File: src/rtl/clock_time_keeper.sv
// BCD hh:mm:ss timekeeper with 12h/24h build mode and a shadow-register edit mode.
// Display shows live time in RUN and the shadow copy in EDIT; o_update_pulse strobes on every visible change.
module clock_time_keeper #(
    parameter int unsigned TICK_DIV = 12000000,
    parameter bit          IS_24H   = 1'b0,
    parameter logic [7:0]  RESET_HH = 8'h12,
    parameter logic [7:0]  RESET_MM = 8'h00,
    parameter logic [7:0]  RESET_SS = 8'h00,
    parameter bit          RESET_PM = 1'b0
) (
    input  logic       i_clk,
    input  logic       i_reset,
    input  logic       i_wr_pls,
    input  logic       i_sel_inc_pls,
    input  logic       i_sel_dec_pls,
    input  logic       i_val_inc_pls,
    input  logic       i_val_dec_pls,
    output logic [7:0] o_hh,
    output logic [7:0] o_mm,
    output logic [7:0] o_ss,
    output logic       o_pm,
    output logic       o_edit,
    output logic [1:0] o_sel,
    output logic       o_update_pulse
);

    localparam int unsigned       CNT_W   = $clog2(TICK_DIV);
    localparam logic [CNT_W-1:0]  CNT_MAX = CNT_W'(TICK_DIV - 1);
    localparam logic [7:0]        HH_MIN  = IS_24H ? 8'h00 : 8'h01;
    localparam logic [7:0]        HH_MAX  = IS_24H ? 8'h23 : 8'h12;
    localparam logic [1:0]        SEL_MAX = IS_24H ? 2'd2 : 2'd3;

    typedef enum logic {ST_RUN, ST_EDIT} state_t;

    state_t           state, state_n;
    logic [CNT_W-1:0] cnt, cnt_n;
    logic [7:0]       live_hh, live_mm, live_ss, live_hh_n, live_mm_n, live_ss_n;
    logic [7:0]       sh_hh, sh_mm, sh_ss, sh_hh_n, sh_mm_n, sh_ss_n;
    logic             live_pm, live_pm_n, sh_pm, sh_pm_n;
    logic [1:0]       sel, sel_n;
    logic             upd, upd_n;
    logic             tick_c, val_up_c, val_dn_c;
    logic [7:0]       disp_hh;

    // BCD increment/decrement wrapping within [lo, hi], no carry out
    function automatic logic [7:0] bcd_inc(input logic [7:0] v, input logic [7:0] lo,
                                           input logic [7:0] hi);
        logic [7:0] r;
        if (v == hi)               r = lo;
        else if (v[3:0] == 4'd9)   r = {v[7:4] + 4'd1, 4'd0};
        else                       r = {v[7:4], v[3:0] + 4'd1};
        return r;
    endfunction

    function automatic logic [7:0] bcd_dec(input logic [7:0] v, input logic [7:0] lo,
                                           input logic [7:0] hi);
        logic [7:0] r;
        if (v == lo)               r = hi;
        else if (v[3:0] == 4'd0)   r = {v[7:4] - 4'd1, 4'd9};
        else                       r = {v[7:4], v[3:0] - 4'd1};
        return r;
    endfunction

    assign tick_c   = (cnt == CNT_MAX);
    assign val_up_c = i_val_inc_pls & ~i_val_dec_pls;
    assign val_dn_c = i_val_dec_pls & ~i_val_inc_pls;

    always_ff @(posedge i_clk or posedge i_reset) begin
        if (i_reset) begin
            state   <= ST_RUN;
            cnt     <= '0;
            live_hh <= RESET_HH;
            live_mm <= RESET_MM;
            live_ss <= RESET_SS;
            live_pm <= RESET_PM;
            sh_hh   <= RESET_HH;
            sh_mm   <= RESET_MM;
            sh_ss   <= RESET_SS;
            sh_pm   <= RESET_PM;
            sel     <= 2'd0;
            upd     <= 1'b0;
        end else begin
            state   <= state_n;
            cnt     <= cnt_n;
            live_hh <= live_hh_n;
            live_mm <= live_mm_n;
            live_ss <= live_ss_n;
            live_pm <= live_pm_n;
            sh_hh   <= sh_hh_n;
            sh_mm   <= sh_mm_n;
            sh_ss   <= sh_ss_n;
            sh_pm   <= sh_pm_n;
            sel     <= sel_n;
            upd     <= upd_n;
        end
    end

    always_comb begin
        state_n   = state;
        cnt_n     = tick_c ? '0 : cnt + CNT_W'(1);
        live_hh_n = live_hh;
        live_mm_n = live_mm;
        live_ss_n = live_ss;
        live_pm_n = live_pm;
        sh_hh_n   = sh_hh;
        sh_mm_n   = sh_mm;
        sh_ss_n   = sh_ss;
        sh_pm_n   = sh_pm;
        sel_n     = sel;
        upd_n     = 1'b0;

        // live time advances on every tick regardless of mode
        if (tick_c) begin
            live_ss_n = bcd_inc(live_ss, 8'h00, 8'h59);
            if (live_ss == 8'h59) begin
                live_mm_n = bcd_inc(live_mm, 8'h00, 8'h59);
                if (live_mm == 8'h59) begin
                    live_hh_n = bcd_inc(live_hh, HH_MIN, HH_MAX);
                    if (!IS_24H && live_hh == 8'h11) live_pm_n = ~live_pm;
                end
            end
        end

        case (state)
            ST_RUN: begin
                if (tick_c) upd_n = 1'b1;
                if (i_wr_pls) begin
                    state_n = ST_EDIT;
                    sh_hh_n = live_hh_n;
                    sh_mm_n = live_mm_n;
                    sh_ss_n = live_ss_n;
                    sh_pm_n = live_pm_n;
                    sel_n   = 2'd0;
                    upd_n   = 1'b1;
                end
            end
            ST_EDIT: begin
                if (i_wr_pls) begin
                    // commit overrides any tick landing in this cycle
                    state_n   = ST_RUN;
                    live_hh_n = sh_hh;
                    live_mm_n = sh_mm;
                    live_ss_n = sh_ss;
                    live_pm_n = sh_pm;
                    cnt_n     = '0;
                    upd_n     = 1'b1;
                end else begin
                    if (val_up_c || val_dn_c) begin
                        case (sel)
                            2'd0: begin
                                sh_hh_n = val_up_c ? bcd_inc(sh_hh, HH_MIN, HH_MAX)
                                                   : bcd_dec(sh_hh, HH_MIN, HH_MAX);
                                upd_n   = 1'b1;
                            end
                            2'd1: begin
                                sh_mm_n = val_up_c ? bcd_inc(sh_mm, 8'h00, 8'h59)
                                                   : bcd_dec(sh_mm, 8'h00, 8'h59);
                                upd_n   = 1'b1;
                            end
                            2'd2: begin
                                sh_ss_n = val_up_c ? bcd_inc(sh_ss, 8'h00, 8'h59)
                                                   : bcd_dec(sh_ss, 8'h00, 8'h59);
                                upd_n   = 1'b1;
                            end
                            default: begin
                                if (!IS_24H) begin
                                    sh_pm_n = ~sh_pm;
                                    upd_n   = 1'b1;
                                end
                            end
                        endcase
                    end
                    if (i_sel_inc_pls && !i_sel_dec_pls) begin
                        sel_n = (sel == SEL_MAX) ? 2'd0 : sel + 2'd1;
                        upd_n = 1'b1;
                    end else if (i_sel_dec_pls && !i_sel_inc_pls) begin
                        sel_n = (sel == 2'd0) ? SEL_MAX : sel - 2'd1;
                        upd_n = 1'b1;
                    end
                end
            end
            default: state_n = ST_RUN;
        endcase
    end

    assign disp_hh        = (state == ST_EDIT) ? sh_hh : live_hh;
    assign o_hh           = disp_hh;
    assign o_mm           = (state == ST_EDIT) ? sh_mm : live_mm;
    assign o_ss           = (state == ST_EDIT) ? sh_ss : live_ss;
    assign o_pm           = IS_24H ? (disp_hh >= 8'h12)
                                   : ((state == ST_EDIT) ? sh_pm : live_pm);
    assign o_edit         = (state == ST_EDIT);
    assign o_sel          = sel;
    assign o_update_pulse = upd;

endmodule

File: config.mk
export PLATFORM = sky130hd
export DESIGN_NAME = clock_time_keeper
export DESIGN_NICKNAME = d
export VERILOG_FILES = /design/src/rtl/clock_time_keeper.sv
export SDC_FILE = /design/constraint.sdc
export NUM_CORES = 1
export LEC_CHECK = 0
export CORE_MARGIN = 4
export CORE_UTILIZATION = 35
export DETAILED_ROUTE_END_ITERATION = 8
export GPL_ROUTABILITY_DRIVEN = 0
export PLACE_DENSITY = 0.55
export SLEW_MARGIN = 25
export SYNTH_ARGS = -nofsm -noshare
export SYNTH_HDL_FRONTEND = slang
export SYNTH_SLANG_ARGS = --single-unit
File: constraint.sdc
create_clock -name i_clk -period 3.5 [get_ports i_clk]
set_clock_uncertainty 0.2 [all_clocks]
set_input_delay 0.35 -clock i_clk [delete_from_list [all_inputs] [get_ports i_clk]]
set_output_delay 0.35 -clock i_clk [all_outputs]
set_load 0.01 [all_outputs]
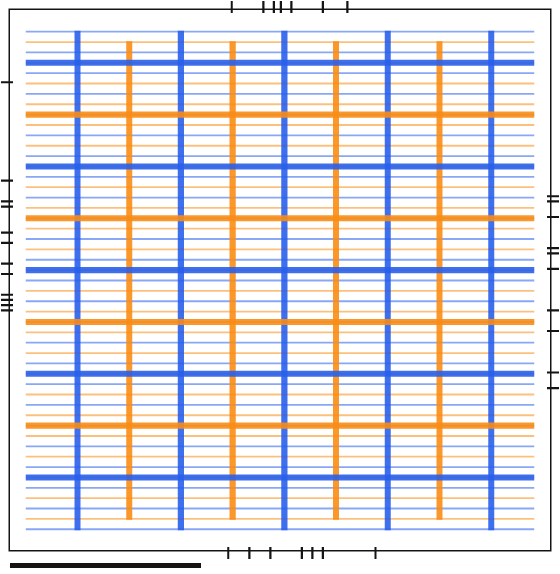
Figure 1: PDN straps and rails.
The bar under the picture is 50 um long. Pins as bars on the die edge.
net	color
VSS	blue
VDD	orange
rows	48
signal pins	36
Std-Cell Core Area: 17420 um2
maximum vdd drop: 0.0003651 V

==> impl_table.tex <==
% Yosys + OpenROAD metrics
\begin{tabular}{lr}
\hline
Metric & Value \\
\hline
\multicolumn{2}{l}{\textbf{Run status}} \\
\quad Status & finished clean \\
\multicolumn{2}{l}{\textbf{Pwr}} \\
\quad Cell area power density & 856.5 nW/um2 \\
\quad Leakage power total & about 0.0028 uW \\
\quad Overall power consumption & 6101 uW \\
\multicolumn{2}{l}{\textbf{Clock tree}} \\
\quad Clock buffers created by TritonCTS & 9 \\
\quad Clock sink count & 78 \\
\quad CTS tree & yes \\
\multicolumn{2}{l}{\textbf{Critical path}} \\
\quad Startpoint types & flop \\
\multicolumn{2}{l}{\textbf{Logic synthesis}} \\
\quad Net count after synthesis & between 800 and 900 \\
\quad Yosys warning tally & 0 \\
\quad Post-synthesis async set-or-reset flop share & 100.0\% \\
\multicolumn{2}{l}{\textbf{Final timing}} \\
\quad Final tally of setup violations & 0 \\
\quad Tmin final & 2764 ps \\
\multicolumn{2}{l}{\textbf{Route}} \\
\quad Via Count & between 5000 and 6000 \\
\quad First-iteration detailed-routing DRC count & between 500 and 600 \\
\multicolumn{2}{l}{\textbf{Floorplanning}} \\
\quad FP Util & 35.92\% \\
\quad Die W & 141.7 um \\
\quad Number of I/O pins & 36 \\
\multicolumn{2}{l}{\textbf{Place}} \\
\quad Post-placement setup slack & 585.8 ps \\
\multicolumn{2}{l}{\textbf{GRT}} \\
\quad Initial antenna violation count & 0 \\
\quad Global-route wire length before repair & between 30000 and 40000 um \\
\quad Remaining global-route overflow & 0 \\
\multicolumn{2}{l}{\textbf{Layout}} \\
\quad Dominant logic cell types in the final layout & 99 x sky130\_fd\_sc\_hd\_\_nor2\_1, 73 x sky130\_fd\_sc\_hd\_\_dfrtp\_1, 46 x sky130\_fd\_sc\_hd\_\_nand2\_1 \\
\hline
\end{tabular}
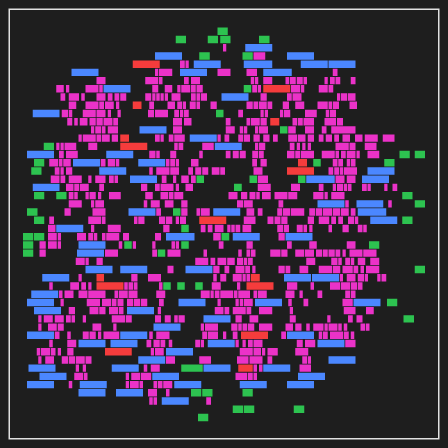
Figure 2: cells colored by class.
class	color	cells	share of their area
flops	blue	78	29%
all other logic	magenta	633	60%
other buffers and delay cells	green	53	7.3%
clock drivers and dummy loads	red	16	4.2%
final design instance area without fill: 7123 um2
count of standard-cell rows: 48

-- cell usage after synthesis, drive strengths merged, types with 5 or more instances --
cell	instances	share of area [%]
buf	13	1.1
dfrtp	74	30
clkbuf	38	2.3
nand2	47	2.9
nor2b	6	0.60
xor2	16	2.2
nor2	99	5.9
and3	12	1.2
mux2i	8	1.3
o22ai	5	0.50
o21a	6	0.72
o211ai	6	0.72
xnor2	13	1.8
nand2b	10	1.0
o221ai	6	0.84
inv	40	2.4
o21ai	42	3.4
a21oi	34	2.7
mux2	15	2.7
a21o	5	0.60
nor4b	7	1.1
nor3	23	2.1
nor4	16	1.9
nand3	30	2.4
a31oi	22	2.2
ha	36	7.2
and3b	8	1.1
and4	5	0.70
and2	6	0.60
o31a	6	0.84
or3	7	0.70
or2	6	0.60
nand4	21	2.2
-- critical path, stage by stage, from the launching register on --
cell and delay, ps:
sky130_fd_sc_hd__dfrtp_1 410, sky130_fd_sc_hd__inv_1 90, sky130_fd_sc_hd__ha_1 150, sky130_fd_sc_hd__and3b_1 380
sky130_fd_sc_hd__nand2_2 250, sky130_fd_sc_hd__nor4_2 470, sky130_fd_sc_hd__mux2_1 360, sky130_fd_sc_hd__o32a_1 340
-- sequential cells by signal, summed over array words and instances (netlist names) --
register and count:
sh_mm 8, live_hh 8, sh_pm 1, o_sel 2, live_mm 8, sh_ss 8
o_edit 1, live_pm 1, sh_hh 8, o_update_pulse 1, cnt 24, live_ss 8
-- worst paths after layout --
check                      depth (start not counted)  startpoint  endpoint  slack [ps]
max                                                7  live_ss[5]  sh_mm[7]         740
min                                                2     i_reset    cnt[6]         190
max reg2reg                                        7  live_ss[5]  sh_mm[7]         740
min reg2reg                                        1      cnt[0]    cnt[0]         290
max in group asynchronous                          3     i_reset  sh_hh[1]        2170
min in group i_clk                                 1      cnt[0]    cnt[0]         290
-- metal layers --
metal  routed length [um]  share of wire, %  global-route usage (%)
met1                 8714                46                   26.65
met2                 8805                47                   30.70
met3                 1055               5.6                   3.101
met4                  303               1.6                   5.051
met5                    0                 0                       0
-- report_power, final --
group / switching, uW / internal [uW]
sequential: 625 / 1240
combinational: 1780 / 1520
clock: 430 / 510
-- cell type report --
| cell class | count | area (um2) | area share (%) |
|---|---|---|---|
| clock buffers | 10 | 239.0 | 3.355 |
| flip-flops and latches | 78 | 1958 | 27.49 |
| inverters | 40 | 151.4 | 2.125 |
| clock inverters | 6 | 51.30 | 0.7202 |
| well taps | 225 | 281.5 | 3.952 |
| multi-input cells | 593 | 3944 | 55.37 |
| repair buffers | 53 | 498.0 | 6.991 |
-- metrics by stage --
step / utilization, % / instances
global placement: 39.20 / 989
CTS: 40.87 / 1005
global route: 40.90 / 1005
floorplan: - / 762
finish: 40.90 / 1005
detailed placement: 39.20 / 989
-- kinds of logic after synthesis --
family,synth area share [%]
AND/OR/NAND/NOR,27.76
AND-OR/OR-AND,19.44
buffers and inverters,5.760
flip-flops,31.28
adder cells (fa/ha/maj),7.360
XOR/XNOR,4.060
multiplexers,4.340
No activity file was given, so power comes from the tool's default toggle rates.
